$ cat src/rtl/axi_rd_arbiter_if.sv
// AXI4 read-channel bundle (AR + R) shared by the fetch, load/store and memory ports.
// The master modport is the side that issues addresses and consumes read data.
interface axi_rd_arbiter_if #(
    parameter int DATA_WIDTH  = 32,
    parameter int ID_WIDTH    = 4,
    parameter int ALEN        = 8,
    parameter int ASIZE       = 3,
    parameter int ABURST      = 2,
    parameter int ACERR_WIDTH = 2
) ();
    logic [DATA_WIDTH-1:0]  araddr;
    logic [ID_WIDTH-1:0]    arid;
    logic [ALEN-1:0]        arlen;
    logic [ASIZE-1:0]       arsize;
    logic [ABURST-1:0]      arburst;
    logic                   arvalid;
    logic                   arready;
    logic [DATA_WIDTH-1:0]  rdata;
    logic [ACERR_WIDTH-1:0] rresp;
    logic                   rlast;
    logic                   rvalid;
    logic                   rready;

    modport master (
        output araddr, arid, arlen, arsize, arburst, arvalid, rready,
        input  arready, rdata, rresp, rlast, rvalid
    );

    modport slave (
        input  araddr, arid, arlen, arsize, arburst, arvalid, rready,
        output arready, rdata, rresp, rlast, rvalid
    );
endinterface

$ cat src/rtl/axi_rd_arbiter.sv
// Two-master round-robin AXI4 read arbiter: IFU (master 0) and LSU (master 1) share one
// slave read port; a grant covers one whole transaction from AR handshake to last beat.
module axi_rd_arbiter #(
    parameter int DATA_WIDTH  = 32,
    parameter int ID_WIDTH    = 4,
    parameter int ALEN        = 8,
    parameter int ASIZE       = 3,
    parameter int ABURST      = 2,
    parameter int ACERR_WIDTH = 2
) (
    input  logic              clk,
    input  logic              resetn,
    input  logic              ifu_req,
    input  logic              lsu_req,
    output logic              ifu_grant,
    output logic              lsu_grant,
    axi_rd_arbiter_if.slave   ifu,
    axi_rd_arbiter_if.slave   lsu,
    axi_rd_arbiter_if.master  s,
    output logic              rd_err,
    output logic              busy
);
    typedef enum logic [1:0] {IDLE, ADDR, DATA} state_t;

    state_t            state_reg, state_next;
    logic              owner_reg, owner_next;   // 0 = IFU, 1 = LSU
    logic              last_reg, last_next;     // master served most recently
    logic [ALEN-1:0]   cnt_reg, cnt_next;
    logic              rd_err_reg, rd_err_next;

    logic [DATA_WIDTH-1:0]  g_araddr;
    logic [ID_WIDTH-1:0]    g_arid;
    logic [ALEN-1:0]        g_arlen;
    logic [ASIZE-1:0]       g_arsize;
    logic [ABURST-1:0]      g_arburst;
    logic [ACERR_WIDTH-1:0] g_rresp;
    logic                   g_req, g_arvalid, g_rready;
    logic                   ar_hs, r_hs;

    // Owner-selected view of the two masters; only meaningful while busy.
    always_comb begin
        g_araddr  = owner_reg ? lsu.araddr  : ifu.araddr;
        g_arid    = owner_reg ? lsu.arid    : ifu.arid;
        g_arlen   = owner_reg ? lsu.arlen   : ifu.arlen;
        g_arsize  = owner_reg ? lsu.arsize  : ifu.arsize;
        g_arburst = owner_reg ? lsu.arburst : ifu.arburst;
        g_req     = owner_reg ? lsu_req     : ifu_req;
        g_arvalid = owner_reg ? lsu.arvalid : ifu.arvalid;
        g_rready  = owner_reg ? lsu.rready  : ifu.rready;
    end

    assign g_rresp = s.rresp;
    assign ar_hs   = (state_reg == ADDR) && g_arvalid && s.arready;
    assign r_hs    = (state_reg == DATA) && s.rvalid && g_rready;

    always_ff @(posedge clk) begin
        if (!resetn) begin
            state_reg  <= IDLE;
            owner_reg  <= 1'b0;
            last_reg   <= 1'b0;
            cnt_reg    <= '0;
            rd_err_reg <= 1'b0;
        end else begin
            state_reg  <= state_next;
            owner_reg  <= owner_next;
            last_reg   <= last_next;
            cnt_reg    <= cnt_next;
            rd_err_reg <= rd_err_next;
        end
    end

    always_comb begin
        state_next  = state_reg;
        owner_next  = owner_reg;
        last_next   = last_reg;
        cnt_next    = cnt_reg;
        rd_err_next = r_hs && (g_rresp != '0);
        case (state_reg)
            IDLE: begin
                if (ifu_req || lsu_req) begin
                    state_next = ADDR;
                    owner_next = (ifu_req && lsu_req) ? ~last_reg : lsu_req;
                end
            end
            ADDR: begin
                if (ar_hs) begin
                    state_next = DATA;
                    cnt_next   = g_arlen;
                end else if (!g_req && !g_arvalid) begin
                    // Request withdrawn before issue: release without counting it as served.
                    state_next = IDLE;
                end
            end
            DATA: begin
                if (r_hs) begin
                    // Counter exhaustion closes the burst even if the slave never flags rlast.
                    if (s.rlast || (cnt_reg == '0)) begin
                        state_next = IDLE;
                        last_next  = owner_reg;
                    end else begin
                        cnt_next = cnt_reg - ALEN'(1);
                    end
                end
            end
            default: state_next = IDLE;
        endcase
    end

    assign busy      = (state_reg != IDLE);
    assign ifu_grant = busy && !owner_reg;
    assign lsu_grant = busy &&  owner_reg;
    assign rd_err    = rd_err_reg;

    assign s.araddr  = g_araddr;
    assign s.arid    = g_arid;
    assign s.arlen   = g_arlen;
    assign s.arsize  = g_arsize;
    assign s.arburst = g_arburst;
    assign s.arvalid = (state_reg == ADDR) && g_arvalid;
    assign s.rready  = (state_reg == DATA) && g_rready;

    assign ifu.arready = (state_reg == ADDR) && !owner_reg && s.arready;
    assign lsu.arready = (state_reg == ADDR) &&  owner_reg && s.arready;
    assign ifu.rvalid  = (state_reg == DATA) && !owner_reg && s.rvalid;
    assign lsu.rvalid  = (state_reg == DATA) &&  owner_reg && s.rvalid;

    // Data lanes are broadcast; rvalid alone decides which master sees a beat.
    assign ifu.rdata = s.rdata;
    assign ifu.rresp = s.rresp;
    assign ifu.rlast = s.rlast;
    assign lsu.rdata = s.rdata;
    assign lsu.rresp = s.rresp;
    assign lsu.rlast = s.rlast;
endmodule
$ cat src/flat_wrapper.sv
// flat-port wrapper written by rule: the top's interface ports become plain ports
module axi_rd_arbiter_flat 
#(
    parameter int DATA_WIDTH  = 32,
    parameter int ID_WIDTH    = 4,
    parameter int ALEN        = 8,
    parameter int ASIZE       = 3,
    parameter int ABURST      = 2,
    parameter int ACERR_WIDTH = 2
)
  (clk, resetn, ifu_req, lsu_req, ifu_grant, lsu_grant, rd_err, busy, ifu_araddr, ifu_arid, ifu_arlen, ifu_arsize, ifu_arburst, ifu_arvalid, ifu_rready, ifu_arready, ifu_rdata, ifu_rresp, ifu_rlast, ifu_rvalid, lsu_araddr, lsu_arid, lsu_arlen, lsu_arsize, lsu_arburst, lsu_arvalid, lsu_rready, lsu_arready, lsu_rdata, lsu_rresp, lsu_rlast, lsu_rvalid, s_araddr, s_arid, s_arlen, s_arsize, s_arburst, s_arvalid, s_rready, s_arready, s_rdata, s_rresp, s_rlast, s_rvalid);
  axi_rd_arbiter_if #(.DATA_WIDTH(DATA_WIDTH), .ID_WIDTH(ID_WIDTH), .ALEN(ALEN), .ASIZE(ASIZE), .ABURST(ABURST), .ACERR_WIDTH(ACERR_WIDTH)) ifu_i ();
  axi_rd_arbiter_if #(.DATA_WIDTH(DATA_WIDTH), .ID_WIDTH(ID_WIDTH), .ALEN(ALEN), .ASIZE(ASIZE), .ABURST(ABURST), .ACERR_WIDTH(ACERR_WIDTH)) lsu_i ();
  axi_rd_arbiter_if #(.DATA_WIDTH(DATA_WIDTH), .ID_WIDTH(ID_WIDTH), .ALEN(ALEN), .ASIZE(ASIZE), .ABURST(ABURST), .ACERR_WIDTH(ACERR_WIDTH)) s_i ();
  input  logic clk;
  input  logic resetn;
  input  logic ifu_req;
  input  logic lsu_req;
  output logic ifu_grant;
  output logic lsu_grant;
  output logic rd_err;
  output logic busy;
  input wire logic [$bits(ifu_i.araddr)-1:0] ifu_araddr;
  input wire logic [$bits(ifu_i.arid)-1:0] ifu_arid;
  input wire logic [$bits(ifu_i.arlen)-1:0] ifu_arlen;
  input wire logic [$bits(ifu_i.arsize)-1:0] ifu_arsize;
  input wire logic [$bits(ifu_i.arburst)-1:0] ifu_arburst;
  input wire logic [$bits(ifu_i.arvalid)-1:0] ifu_arvalid;
  input wire logic [$bits(ifu_i.rready)-1:0] ifu_rready;
  output wire logic [$bits(ifu_i.arready)-1:0] ifu_arready;
  output wire logic [$bits(ifu_i.rdata)-1:0] ifu_rdata;
  output wire logic [$bits(ifu_i.rresp)-1:0] ifu_rresp;
  output wire logic [$bits(ifu_i.rlast)-1:0] ifu_rlast;
  output wire logic [$bits(ifu_i.rvalid)-1:0] ifu_rvalid;
  input wire logic [$bits(lsu_i.araddr)-1:0] lsu_araddr;
  input wire logic [$bits(lsu_i.arid)-1:0] lsu_arid;
  input wire logic [$bits(lsu_i.arlen)-1:0] lsu_arlen;
  input wire logic [$bits(lsu_i.arsize)-1:0] lsu_arsize;
  input wire logic [$bits(lsu_i.arburst)-1:0] lsu_arburst;
  input wire logic [$bits(lsu_i.arvalid)-1:0] lsu_arvalid;
  input wire logic [$bits(lsu_i.rready)-1:0] lsu_rready;
  output wire logic [$bits(lsu_i.arready)-1:0] lsu_arready;
  output wire logic [$bits(lsu_i.rdata)-1:0] lsu_rdata;
  output wire logic [$bits(lsu_i.rresp)-1:0] lsu_rresp;
  output wire logic [$bits(lsu_i.rlast)-1:0] lsu_rlast;
  output wire logic [$bits(lsu_i.rvalid)-1:0] lsu_rvalid;
  output wire logic [$bits(s_i.araddr)-1:0] s_araddr;
  output wire logic [$bits(s_i.arid)-1:0] s_arid;
  output wire logic [$bits(s_i.arlen)-1:0] s_arlen;
  output wire logic [$bits(s_i.arsize)-1:0] s_arsize;
  output wire logic [$bits(s_i.arburst)-1:0] s_arburst;
  output wire logic [$bits(s_i.arvalid)-1:0] s_arvalid;
  output wire logic [$bits(s_i.rready)-1:0] s_rready;
  input wire logic [$bits(s_i.arready)-1:0] s_arready;
  input wire logic [$bits(s_i.rdata)-1:0] s_rdata;
  input wire logic [$bits(s_i.rresp)-1:0] s_rresp;
  input wire logic [$bits(s_i.rlast)-1:0] s_rlast;
  input wire logic [$bits(s_i.rvalid)-1:0] s_rvalid;
  assign ifu_i.araddr = ifu_araddr;
  assign ifu_i.arid = ifu_arid;
  assign ifu_i.arlen = ifu_arlen;
  assign ifu_i.arsize = ifu_arsize;
  assign ifu_i.arburst = ifu_arburst;
  assign ifu_i.arvalid = ifu_arvalid;
  assign ifu_i.rready = ifu_rready;
  assign ifu_arready = ifu_i.arready;
  assign ifu_rdata = ifu_i.rdata;
  assign ifu_rresp = ifu_i.rresp;
  assign ifu_rlast = ifu_i.rlast;
  assign ifu_rvalid = ifu_i.rvalid;
  assign lsu_i.araddr = lsu_araddr;
  assign lsu_i.arid = lsu_arid;
  assign lsu_i.arlen = lsu_arlen;
  assign lsu_i.arsize = lsu_arsize;
  assign lsu_i.arburst = lsu_arburst;
  assign lsu_i.arvalid = lsu_arvalid;
  assign lsu_i.rready = lsu_rready;
  assign lsu_arready = lsu_i.arready;
  assign lsu_rdata = lsu_i.rdata;
  assign lsu_rresp = lsu_i.rresp;
  assign lsu_rlast = lsu_i.rlast;
  assign lsu_rvalid = lsu_i.rvalid;
  assign s_araddr = s_i.araddr;
  assign s_arid = s_i.arid;
  assign s_arlen = s_i.arlen;
  assign s_arsize = s_i.arsize;
  assign s_arburst = s_i.arburst;
  assign s_arvalid = s_i.arvalid;
  assign s_rready = s_i.rready;
  assign s_i.arready = s_arready;
  assign s_i.rdata = s_rdata;
  assign s_i.rresp = s_rresp;
  assign s_i.rlast = s_rlast;
  assign s_i.rvalid = s_rvalid;
  axi_rd_arbiter #(.DATA_WIDTH(DATA_WIDTH), .ID_WIDTH(ID_WIDTH), .ALEN(ALEN), .ASIZE(ASIZE), .ABURST(ABURST), .ACERR_WIDTH(ACERR_WIDTH)) u_core (.clk(clk), .resetn(resetn), .ifu_req(ifu_req), .lsu_req(lsu_req), .ifu_grant(ifu_grant), .lsu_grant(lsu_grant), .ifu(ifu_i), .lsu(lsu_i), .s(s_i), .rd_err(rd_err), .busy(busy));
endmodule
$ cat config.mk
export PLATFORM = sky130hd
export DESIGN_NAME = axi_rd_arbiter_flat
export DESIGN_NICKNAME = d
export VERILOG_FILES = /design/src/rtl/axi_rd_arbiter_if.sv /design/src/rtl/axi_rd_arbiter.sv /design/src/flat_wrapper.sv
export SDC_FILE = /design/constraint.sdc
export NUM_CORES = 1
export LEC_CHECK = 0
export ABC_AREA = 0
export CAP_MARGIN = 20
export CORE_AREA = 4 4 103 105
export CTS_BUF_LIST = sky130_fd_sc_hd__clkbuf_8
export CTS_CLUSTER_DIAMETER = 100
export CTS_CLUSTER_SIZE = 12
export DETAILED_ROUTE_END_ITERATION = 7
export DIE_AREA = 0 0 107 109
export GPL_ROUTABILITY_DRIVEN = 0
export PLACE_DENSITY = 0.7
export SYNTH_ARGS = -nofsm -noshare
export SYNTH_HDL_FRONTEND = slang
export SYNTH_SLANG_ARGS = --single-unit
$ cat constraint.sdc
create_clock -name clk -period 3.8 [get_ports clk]
set_input_delay 1.14 -clock clk [delete_from_list [all_inputs] [get_ports clk]]
set_output_delay 1.14 -clock clk [all_outputs]
set_load 0.1 [all_outputs]
metal_stack.png
(4 px per um)
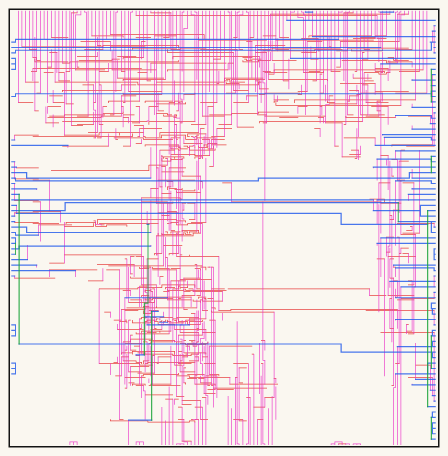
layer	color	wire length
met1	red	3020 um
met2	magenta	4700 um
met4	green	180 um
met3	blue	1600 um
post-DR wirelength/cell: 20.0 um
GRT Overall Usage: 0.150

density.png
(3 px per um) The die is cut into 11 by 11 equal tiles; white is low, dark blue is high, 0 to 100% covered.
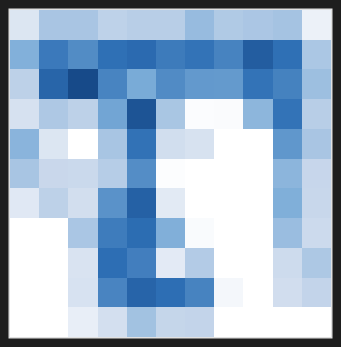
emptiest ninth of the die	lower right
mean over tiles	33%
nearly empty tiles	23%
fullest tile	90%
tiles over 75% full	6.6%
final core occ: 0.416
Core ar.: 9640 sq um
fp util: 0.207

==> job_summary.md <==
### Flow metrics

| Metric | Value |
|---|---|
| Leak Pwr | 0.00155 uW |
| Setup_tns | 0 ns |
| PostCTS Resize Cnt | 0 |
| Pint | 619 uW |
| Status | finished, final reports clean |
| Detailed placement HPWL | 8340 um |
| Placed cell count | 472 |
| CTS tree | built |
| H-Tree Level Count | 1 |
| Worst Hold End | u_core.last_reg$_SDFFE_PN0P_ |
| Worst setup SP type | input pin |
| Worst Setup EP | s_rready |
| CP delay by family, top | buffers and inverters |
| ANT cells | 0 |
| Num rows | 36 |
| Setup violators final | 0 |
| YS chip area | 2000 sq um |
| Detailed Route Iter0 Violations | 119 |
| Clock Power Share | 0.095 |
| Latency at later pin | 0.25 ns |
| Tcrit/Tclk final | 0.893 |
| Synth flops | 13 |
| Synth cell count leaders | 70 x buf_4, 50 x mux2_2, 20 x nor2_1 |
| Sw Ratio | 0.523 |
| Sequential area share after synthesis | 0.130 |
| Die area | 11700 sq um |
| Min cycle time layout | 3.40 ns |
| Synth top area share | 0.282 |
| Fill cells | 952 |
| Pwr per Cell Area | 323 nW/um^2 |
| Worst Hold Class | reg -> reg |
| Pin count of the biggest net entering global routing | 44 |
| Crit path kind | in -> out |
| Endpoints failing hold | 0 |
| Chip width | 107 um |
| Num CTS Buffers | 3 |
| Ys async rst share | 0 |
| WHS Path Cells | 2 |
| Hold_ws | 0.500 ns |
| DRC | 0 |
| Met1 Usage GRT | 0.151 |
| Critical path arrival | 2.26 ns |
| Worst endpoint required time | 2.66 ns |
| Placement Setup Slack | 0.386 ns |
| Worst reg2reg path depth | 6 |
| Flop-to-flop setup slack | 1.63 ns |
| Fraction of layout cells with a size suffix above 1 | 0.367 |
| Commonest Layout Cell | clkdlybuf4s50_1 |
| WL final | 9500 um |
| Synthesized Nets | 387 |
registers.png
(4 px per um) Other sequential cells in the stronger gray, the rest of the logic in the fainter gray.
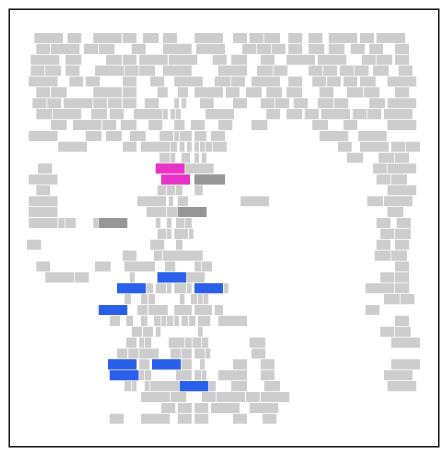
netlist name	color	flops
u_core.state_reg	magenta	2
u_core.cnt_reg	blue	8
not colored	3

cells by family (layout without fill, tap and decap cells):
group	after synthesis	after routing	synth area share
simple gates	54	54	0.132
compound gates	38	38	0.141
buf+inv	84	185	0.297
mux	51	51	0.287
fa+ha+maj	2	2	0.0125
flops	13	13	0.130
cell type report:
cell class,instances,area [sq um],area share
clock buffer,3,41.3,0.0103
clock inverter,1,3.75,0.000936
inverter,4,15.0,0.00374
multi-input combinational,145,1140,0.285
sequential,13,262,0.0652
tap,133,166,0.0415
timing repair buffer,177,2380,0.593
routing by layer:
layer / vias to the layer above / routed length (um) / share of wire
met1: 915 / 3020 / 0.32
met4: 0 / 180 / 0.019
li1: 964 / - / -
met2: 87 / 4700 / 0.49
met3: 23 / 1600 / 0.17
met5: - / 0 / 0
Power is estimated from default activity; no workload was simulated.
